`src/rtl/hazard_pkg.sv`:
```
// ---------------------------------------------------------------------------
// hazard_pkg
// Shared types and helpers for the pipeline hazard unit.
//   fwd_sel_e : E-stage forwarding mux select (RF, W, M, long-unit result)
//   REG_X0    : architectural zero register, never tracked or forwarded
//   fwd_pick  : priority encoder turning per-source hit flags into a select
// ---------------------------------------------------------------------------
package hazard_pkg;

  typedef enum logic [1:0] {
    FWD_RF   = 2'b00,
    FWD_W    = 2'b01,
    FWD_M    = 2'b10,
    FWD_LONG = 2'b11
  } fwd_sel_e;

  localparam int REG_X0 = 0;

  // The long unit's writeback is the youngest value, then M, then W.
  function automatic fwd_sel_e fwd_pick(input logic long_hit,
                                        input logic m_hit,
                                        input logic w_hit);
    if (long_hit)   return FWD_LONG;
    else if (m_hit) return FWD_M;
    else if (w_hit) return FWD_W;
    else            return FWD_RF;
  endfunction

endpackage

```
`src/rtl/reg_scoreboard.sv`:
```
// ---------------------------------------------------------------------------
// reg_scoreboard
// Tracks registers whose value is owed by an outstanding long-latency op.
// Ports:
//   clk, rst               clock, asynchronous active-high reset
//   set_valid, set_rd      long op dispatched this edge, its destination
//   clr_valid, clr_rd      long unit writes back this cycle, its destination
//   q_a, q_b, q_c          three register addresses to query
//   busy_a, busy_b, busy_c query results, including same-cycle set/clear
//   clr_hit                the writeback retires a genuinely pending register
//   pend_cnt               number of outstanding long ops
//   err_spurious           sticky: writeback for a register that was not pending
// ---------------------------------------------------------------------------
module reg_scoreboard
  import hazard_pkg::*;
#(
  parameter int RA_W     = 5,
  parameter int MAX_PEND = 4,
  parameter int PC_W     = $clog2(MAX_PEND + 1)
) (
  input  logic            clk,
  input  logic            rst,
  input  logic            set_valid,
  input  logic [RA_W-1:0] set_rd,
  input  logic            clr_valid,
  input  logic [RA_W-1:0] clr_rd,
  input  logic [RA_W-1:0] q_a,
  input  logic [RA_W-1:0] q_b,
  input  logic [RA_W-1:0] q_c,
  output logic            busy_a,
  output logic            busy_b,
  output logic            busy_c,
  output logic            clr_hit,
  output logic [PC_W-1:0] pend_cnt,
  output logic            err_spurious
);

  localparam int NREGS = 1 << RA_W;
  localparam logic [RA_W-1:0] X0 = RA_W'(REG_X0);
  localparam logic [PC_W-1:0] CNT_MAX = PC_W'(MAX_PEND);

  logic [NREGS-1:0] pend;
  logic             set_eff;

  assign set_eff = set_valid && (set_rd != X0);
  assign clr_hit = clr_valid && pend[clr_rd];

  // A register issued this edge is already busy; one retired this cycle is
  // already free, so consumers see the scoreboard with zero lag.
  function automatic logic busy_of(input logic [RA_W-1:0] r,
                                   input logic            pend_bit,
                                   input logic            sv,
                                   input logic [RA_W-1:0] sr,
                                   input logic            cv,
                                   input logic [RA_W-1:0] cr);
    return (r != X0) && (pend_bit || (sv && (sr == r))) && !(cv && (cr == r));
  endfunction

  assign busy_a = busy_of(q_a, pend[q_a], set_valid, set_rd, clr_valid, clr_rd);
  assign busy_b = busy_of(q_b, pend[q_b], set_valid, set_rd, clr_valid, clr_rd);
  assign busy_c = busy_of(q_c, pend[q_c], set_valid, set_rd, clr_valid, clr_rd);

  // Clear is written before set so a same-register set/clear leaves the bit
  // set; the count moves by set minus clear, which nets to zero in that case.
  always_ff @(posedge clk or posedge rst) begin
    if (rst) begin
      pend         <= '0;
      pend_cnt     <= '0;
      err_spurious <= 1'b0;
    end else begin
      if (clr_hit) pend[clr_rd] <= 1'b0;
      if (set_eff) pend[set_rd] <= 1'b1;
      if (set_eff && !clr_hit) begin
        if (pend_cnt != CNT_MAX) pend_cnt <= pend_cnt + 1'b1;
      end else if (!set_eff && clr_hit) begin
        pend_cnt <= pend_cnt - 1'b1;
      end
      if (clr_valid && !pend[clr_rd]) err_spurious <= 1'b1;
    end
  end

  // Issuing into a full scoreboard with nothing retiring is a protocol error
  // upstream; the counter clamps rather than wrapping.
  assert property (@(posedge clk) disable iff (rst)
                   !(set_eff && !clr_hit && (pend_cnt == CNT_MAX)));

endmodule

```
`src/rtl/hazard_unit_sb.sv`:
```
// ---------------------------------------------------------------------------
// hazard_unit_sb
// Hazard unit for the 5-stage core: forwarding selects, load-use, branch
// compare and scoreboard stalls, and a saturating stall-cycle counter.
// Ports:
//   clk, rst                      clock, asynchronous active-high reset
//   Rs1D, Rs2D, RdD, BranchD, LongD   decode-stage instruction
//   Rs1E, Rs2E, RdE, RegWriteE, LoadE, LongIssueE   execute-stage instruction
//   RdM, RegWriteM, LoadM         memory-stage instruction
//   RdW, RegWriteW                writeback-stage instruction
//   LongDoneValid, LongDoneRd     long-unit writeback
//   ForwardAE, ForwardBE          E operand selects (fwd_sel_e encoding)
//   ForwardAD, ForwardBD          forward ALUResultM into D comparator
//   StallF, StallD, FlushE, Stall all equal to the OR of the stall causes
//   PendCnt                       outstanding long ops
//   StallCycles                   saturating count of stalled cycles
//   ErrSpurious                   sticky spurious-writeback flag
// ---------------------------------------------------------------------------
module hazard_unit_sb
  import hazard_pkg::*;
#(
  parameter int RA_W     = 5,
  parameter int MAX_PEND = 4,
  parameter int CNT_W    = 16
) (
  input  logic                           clk,
  input  logic                           rst,
  input  logic [RA_W-1:0]                Rs1D,
  input  logic [RA_W-1:0]                Rs2D,
  input  logic [RA_W-1:0]                RdD,
  input  logic                           BranchD,
  input  logic                           LongD,
  input  logic [RA_W-1:0]                Rs1E,
  input  logic [RA_W-1:0]                Rs2E,
  input  logic [RA_W-1:0]                RdE,
  input  logic                           RegWriteE,
  input  logic                           LoadE,
  input  logic                           LoadM,
  input  logic                           LongIssueE,
  input  logic [RA_W-1:0]                RdM,
  input  logic [RA_W-1:0]                RdW,
  input  logic                           RegWriteM,
  input  logic                           RegWriteW,
  input  logic                           LongDoneValid,
  input  logic [RA_W-1:0]                LongDoneRd,
  output logic [1:0]                     ForwardAE,
  output logic [1:0]                     ForwardBE,
  output logic                           ForwardAD,
  output logic                           ForwardBD,
  output logic                           StallF,
  output logic                           StallD,
  output logic                           FlushE,
  output logic                           Stall,
  output logic [$clog2(MAX_PEND+1)-1:0]  PendCnt,
  output logic [CNT_W-1:0]               StallCycles,
  output logic                           ErrSpurious
);

  localparam int PC_W = $clog2(MAX_PEND + 1);
  localparam logic [RA_W-1:0] X0 = RA_W'(REG_X0);

  logic     busy_rs1, busy_rs2, busy_rd;
  logic     clr_hit;
  logic     lw_stall, br_stall, sb_stall, full_stall;
  logic     rs1d_hit_e, rs1d_hit_m;
  fwd_sel_e sel_a, sel_b;
  logic [PC_W:0] occupancy, limit;

  reg_scoreboard #(
    .RA_W     (RA_W),
    .MAX_PEND (MAX_PEND),
    .PC_W     (PC_W)
  ) u_sb (
    .clk          (clk),
    .rst          (rst),
    .set_valid    (LongIssueE),
    .set_rd       (RdE),
    .clr_valid    (LongDoneValid),
    .clr_rd       (LongDoneRd),
    .q_a          (Rs1D),
    .q_b          (Rs2D),
    .q_c          (RdD),
    .busy_a       (busy_rs1),
    .busy_b       (busy_rs2),
    .busy_c       (busy_rd),
    .clr_hit      (clr_hit),
    .pend_cnt     (PendCnt),
    .err_spurious (ErrSpurious)
  );

  // E-stage operand forwarding; x0 always reads the register file.
  always_comb begin
    sel_a = fwd_pick((Rs1E != X0) && LongDoneValid && (LongDoneRd == Rs1E),
                     (Rs1E != X0) && RegWriteM && (RdM == Rs1E),
                     (Rs1E != X0) && RegWriteW && (RdW == Rs1E));
    sel_b = fwd_pick((Rs2E != X0) && LongDoneValid && (LongDoneRd == Rs2E),
                     (Rs2E != X0) && RegWriteM && (RdM == Rs2E),
                     (Rs2E != X0) && RegWriteW && (RdW == Rs2E));
  end

  assign ForwardAE = sel_a;
  assign ForwardBE = sel_b;

  // A load in M has no ALU result yet, so it cannot feed the comparator.
  assign ForwardAD = (Rs1D != X0) && RegWriteM && (RdM == Rs1D) && !LoadM;
  assign ForwardBD = (Rs2D != X0) && RegWriteM && (RdM == Rs2D) && !LoadM;

  assign rs1d_hit_e = (RdE != X0) && ((RdE == Rs1D) || (RdE == Rs2D));
  assign rs1d_hit_m = (RdM != X0) && ((RdM == Rs1D) || (RdM == Rs2D));

  assign lw_stall = LoadE && rs1d_hit_e;
  assign br_stall = BranchD && ((RegWriteE && rs1d_hit_e) || (LoadM && rs1d_hit_m));
  assign sb_stall = busy_rs1 || busy_rs2 || (LongD && busy_rd);

  // Occupancy seen by a long op leaving D next edge: current count, plus the
  // op dispatching now, minus a genuine retirement this cycle. The retirement
  // is moved to the limit side to keep the arithmetic unsigned.
  assign occupancy  = (PC_W+1)'(PendCnt) + (PC_W+1)'(LongIssueE);
  assign limit      = (PC_W+1)'(MAX_PEND) + (PC_W+1)'(clr_hit);
  assign full_stall = LongD && (occupancy >= limit);

  assign Stall  = lw_stall || br_stall || sb_stall || full_stall;
  assign StallF = Stall;
  assign StallD = Stall;
  assign FlushE = Stall;

  // Performance counter of stalled cycles, pinned at all-ones.
  always_ff @(posedge clk or posedge rst) begin
    if (rst) begin
      StallCycles <= '0;
    end else if (Stall && (StallCycles != {CNT_W{1'b1}})) begin
      StallCycles <= StallCycles + 1'b1;
    end
  end

endmodule

```
`config.mk`:
```
export PLATFORM = sky130hd
export DESIGN_NAME = hazard_unit_sb
export DESIGN_NICKNAME = d
export VERILOG_FILES = /design/src/rtl/hazard_pkg.sv /design/src/rtl/reg_scoreboard.sv /design/src/rtl/hazard_unit_sb.sv
export SDC_FILE = /design/constraint.sdc
export NUM_CORES = 1
export LEC_CHECK = 0
export CORE_UTILIZATION = 31
export CTS_BUF_LIST = sky130_fd_sc_hd__clkbuf_8
export CTS_CLUSTER_SIZE = 12
export DETAILED_ROUTE_END_ITERATION = 10
export MAX_ROUTING_LAYER = met4
export PLACE_DENSITY = 0.59
export RECOVER_POWER = 100
export SLEW_MARGIN = 20
export SYNTH_ARGS = -nofsm -noshare
export SYNTH_HDL_FRONTEND = slang
export SYNTH_SLANG_ARGS = --single-unit
```
`constraint.sdc`:
```
create_clock -name clk -period 4.3 [get_ports clk]
set_input_delay 0.645 -clock clk [delete_from_list [all_inputs] [get_ports clk]]
set_output_delay 0.645 -clock clk [all_outputs]
set_load 0.03 [all_outputs]
```
Fig. 1: run 1, M1 wires
(4 px per um) Supply wires on this layer in gray. Cells faint in the background.
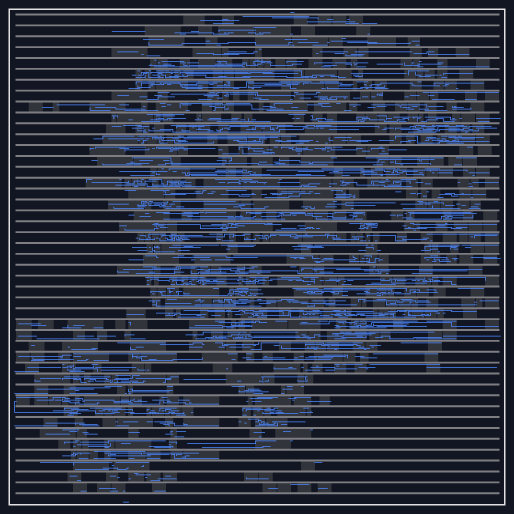
The wires run mostly horizontal. The layer holds 41% of the routed length.

Fig. 2: run 1, signal wires on met2
(4 px per um)
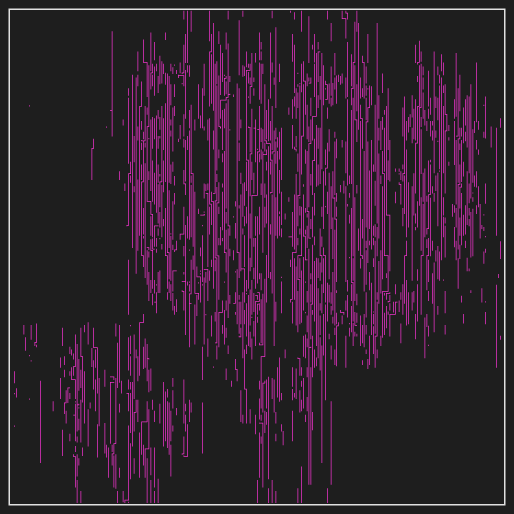
The layer carries 7,570 um of wire. 590 nets have wire on it. The wires run mostly vertical.

Fig. 3: run 1, metal 3
(4 px per um) Cells faint in the background.
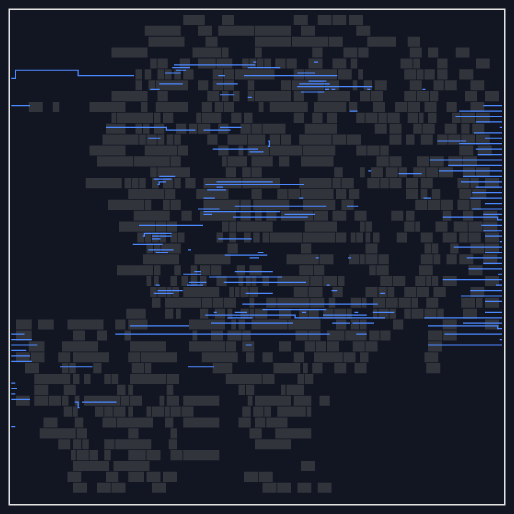
The layer carries 1,140 um of wire. The layer holds 7.3% of the routed length. The wires run mostly horizontal. The longest straight run is 53.4 um.

==> impl_metrics.py, run 1 <==
# Auto-generated metrics
metrics = {
    "status": {
        "status": "complete, but fails checks",
        "violations": "max-capacitance violations, max-slew violations",
    },
    "sta": {
        "skew_ps": 9.53,
        "drv_slew": 53,
        "hold_violations": 0,
        "setup_violations": 0,
        "setup_ws_ps": 49.1,
    },
    "synth": {
        "top_logic_kind": "multiplexers",
        "async_flop_share_pct": 100,
        "synthTopCellsByCount": "o21ai_0, dfrtp_1, xor2_1, xnor2_1",
        "ys_sh_aoi_pct": 13.5,
        "avgSynthCellArea_um2": 9.56,
        "ys_ff": 52,
        "fa_ha_area_share_pct": 1.53,
        "synth_seq_share_pct": 28.4,
    },
    "grt": {
        "grt_util_met1_pct": 26.5,
    },
    "finish": {
        "ff_count": 52,
        "nonClkBufAreaFrac_pct": 24.4,
        "regMostFlops": "u_sb.pend",
        "layout.cells.non_filler": 799,
    },
    "clocking": {
        "clk_latency_ps": 310,
        "numCtsBuffers": 5,
        "ctsHtreeMaxLevel": 2,
        "clockBufferDepth": 2,
        "cts_setup_buffers": 5,
        "root_buffer": "clkbuf_8",
        "ctsResizeCount": 46,
    },
    "power_and_ir_drop": {
        "power.share.switching_pct": 40.5,
        "power.group.top": "combinational logic",
    },
    "placed_design": {
        "dp_slack_ps": -1020,
        "dpl-instance-area_um2": 6100,
    },
    "run": {
        "max-cap-violations": 1,
    },
    "floorplan": {
        "row_count": 44,
        "ioPinCount": 86,
        "die_x_um": 124,
    },
    "min_path": {
        "hold_path.startpoint": "u_sb.err_spurious$_DFFE_PP0P_",
    },
    "critical_path": {
        "cp.arrival_ps": 3610,
        "path_cells": "clkdlybuf4s50_1, buf_4, nor2b_1, a2bb2oi_2, o2111ai_2, and2_4, ha_4, nor3b_4, o21ai_1, nand2_1, o21ai_2, a2111oi_2, o2111a_2, clkinvlp_4, buf_6",
    },
}
Fig. 4: run 1, routing congestion
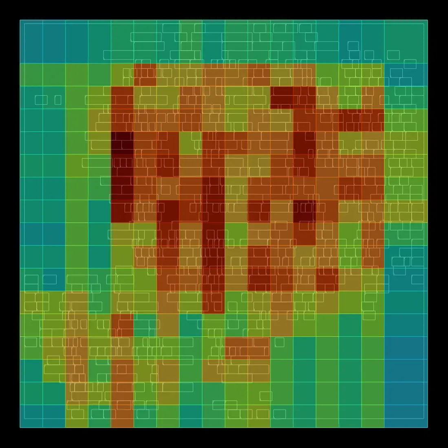

## Run 2: what changed since run 1
--- a/config.mk
+++ b/config.mk
@@ -5,14 +5,15 @@
 export SDC_FILE = /design/constraint.sdc
 export NUM_CORES = 1
 export LEC_CHECK = 0
+export ABC_AREA = 1
 export CORE_UTILIZATION = 31
 export CTS_BUF_LIST = sky130_fd_sc_hd__clkbuf_8
 export CTS_CLUSTER_SIZE = 12
 export DETAILED_ROUTE_END_ITERATION = 10
 export MAX_ROUTING_LAYER = met4
-export PLACE_DENSITY = 0.59
+export PLACE_DENSITY = 0.58
 export RECOVER_POWER = 100
-export SLEW_MARGIN = 20
+export SLEW_MARGIN = 10
 export SYNTH_ARGS = -nofsm -noshare
 export SYNTH_HDL_FRONTEND = slang
 export SYNTH_SLANG_ARGS = --single-unit
Fig. 5: run 2, routing congestion
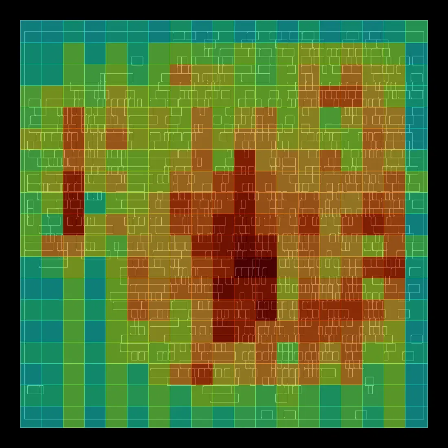
met3 Usage GRT: 2.89%
global routing usage on met2: 36.4%

Fig. 6: run 2, M1 wires
(4 px per um) Supply wires on this layer in gray. Cells faint in the background.
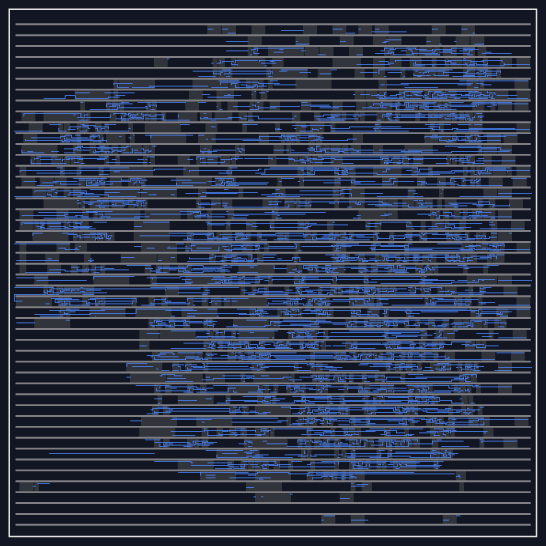
The longest straight run is 34.5 um. The layer holds 43% of the routed length. The wires run mostly horizontal. 886 nets have wire on it. The layer carries 8,460 um of wire.

==> run 2 against run 1 <==
Effect of this change: the flow now finishes without violations; cell count rose by 43%; area after synthesis rose by 13%; first-iteration DRC count rose by 75%; sequential power rose by 0.9%; utilization fell by 3.6 points; critical path depth rose by 4; die area rose by 13%; global-route usage rose by 1.6 points; via count rose by 34%; flip-flop count did not move; critical path type unchanged.
==> impl_metrics.py, run 2 <==
# Auto-generated metrics
metrics = {
    "clocking": {
        "numCtsBuffers": 5,
        "clk_latency_ps": 320,
        "clockBufferDepth": 2,
        "ctsHtreeMaxLevel": 2,
        "root_buffer": "clkbuf_8",
        "ctsResizeCount": 4,
        "cts_setup_buffers": 0,
    },
    "sta": {
        "drv_slew": 0,
        "setup_violations": 0,
        "hold_violations": 0,
        "skew_ps": 9.56,
        "setup_ws_ps": 271,
    },
    "finish": {
        "regMostFlops": "u_sb.pend",
        "ff_count": 52,
        "sh_comb_area_pct": 49.3,
    },
    "floorplan": {
        "row_count": 46,
        "die_area_um2": 17300,
        "ioPinCount": 86,
        "die_x_um": 131,
    },
    "status": {
        "status": "finished, final reports clean",
    },
    "synth": {
        "synth_seq_share_pct": 25.1,
        "synthTopCellsByCount": "nand2_1, nand3_1, inv_1, dfrtp_1, o21ai_0",
        "fa_ha_area_share_pct": 1.35,
        "async_flop_share_pct": 100,
        "xor_area_share_pct": 6.92,
        "ys_ff": 52,
        "avgSynthCellArea_um2": 6.31,
        "ys_sh_aoi_pct": 15.2,
    },
    "power_and_ir_drop": {
        "power.group.top": "combinational logic",
        "power.share.switching_pct": 46.1,
    },
    "critical_path": {
        "cp.arrival_ps": 3380,
        "ff2ff_path_depth": 18,
        "path_cells": "clkdlybuf4s50_1, buf_12, inv_2, nor2_8, nand2_1, o21ai_0, o21ai_1, nand2_1, nor2_2, nand2_2, nand2_2, inv_4, ha_1, or3b_2, a32oi_1, nand2_1, nand2_1, nand2_4, buf_2",
    },
    "placed_design": {
        "dp_slack_ps": -173,
    },
    "run": {
        "max-cap-violations": 0,
    },
    "drt": {
        "totalWireLength_um": 19600,
    },
    "grt": {
        "grt_util_met1_pct": 29.8,
    },
    "min_path": {
        "hold_path.startpoint": "u_sb.err_spurious$_DFFE_PP0P_",
    },
}
Power figures rest on the tool's default switching activity, not on a simulated workload.
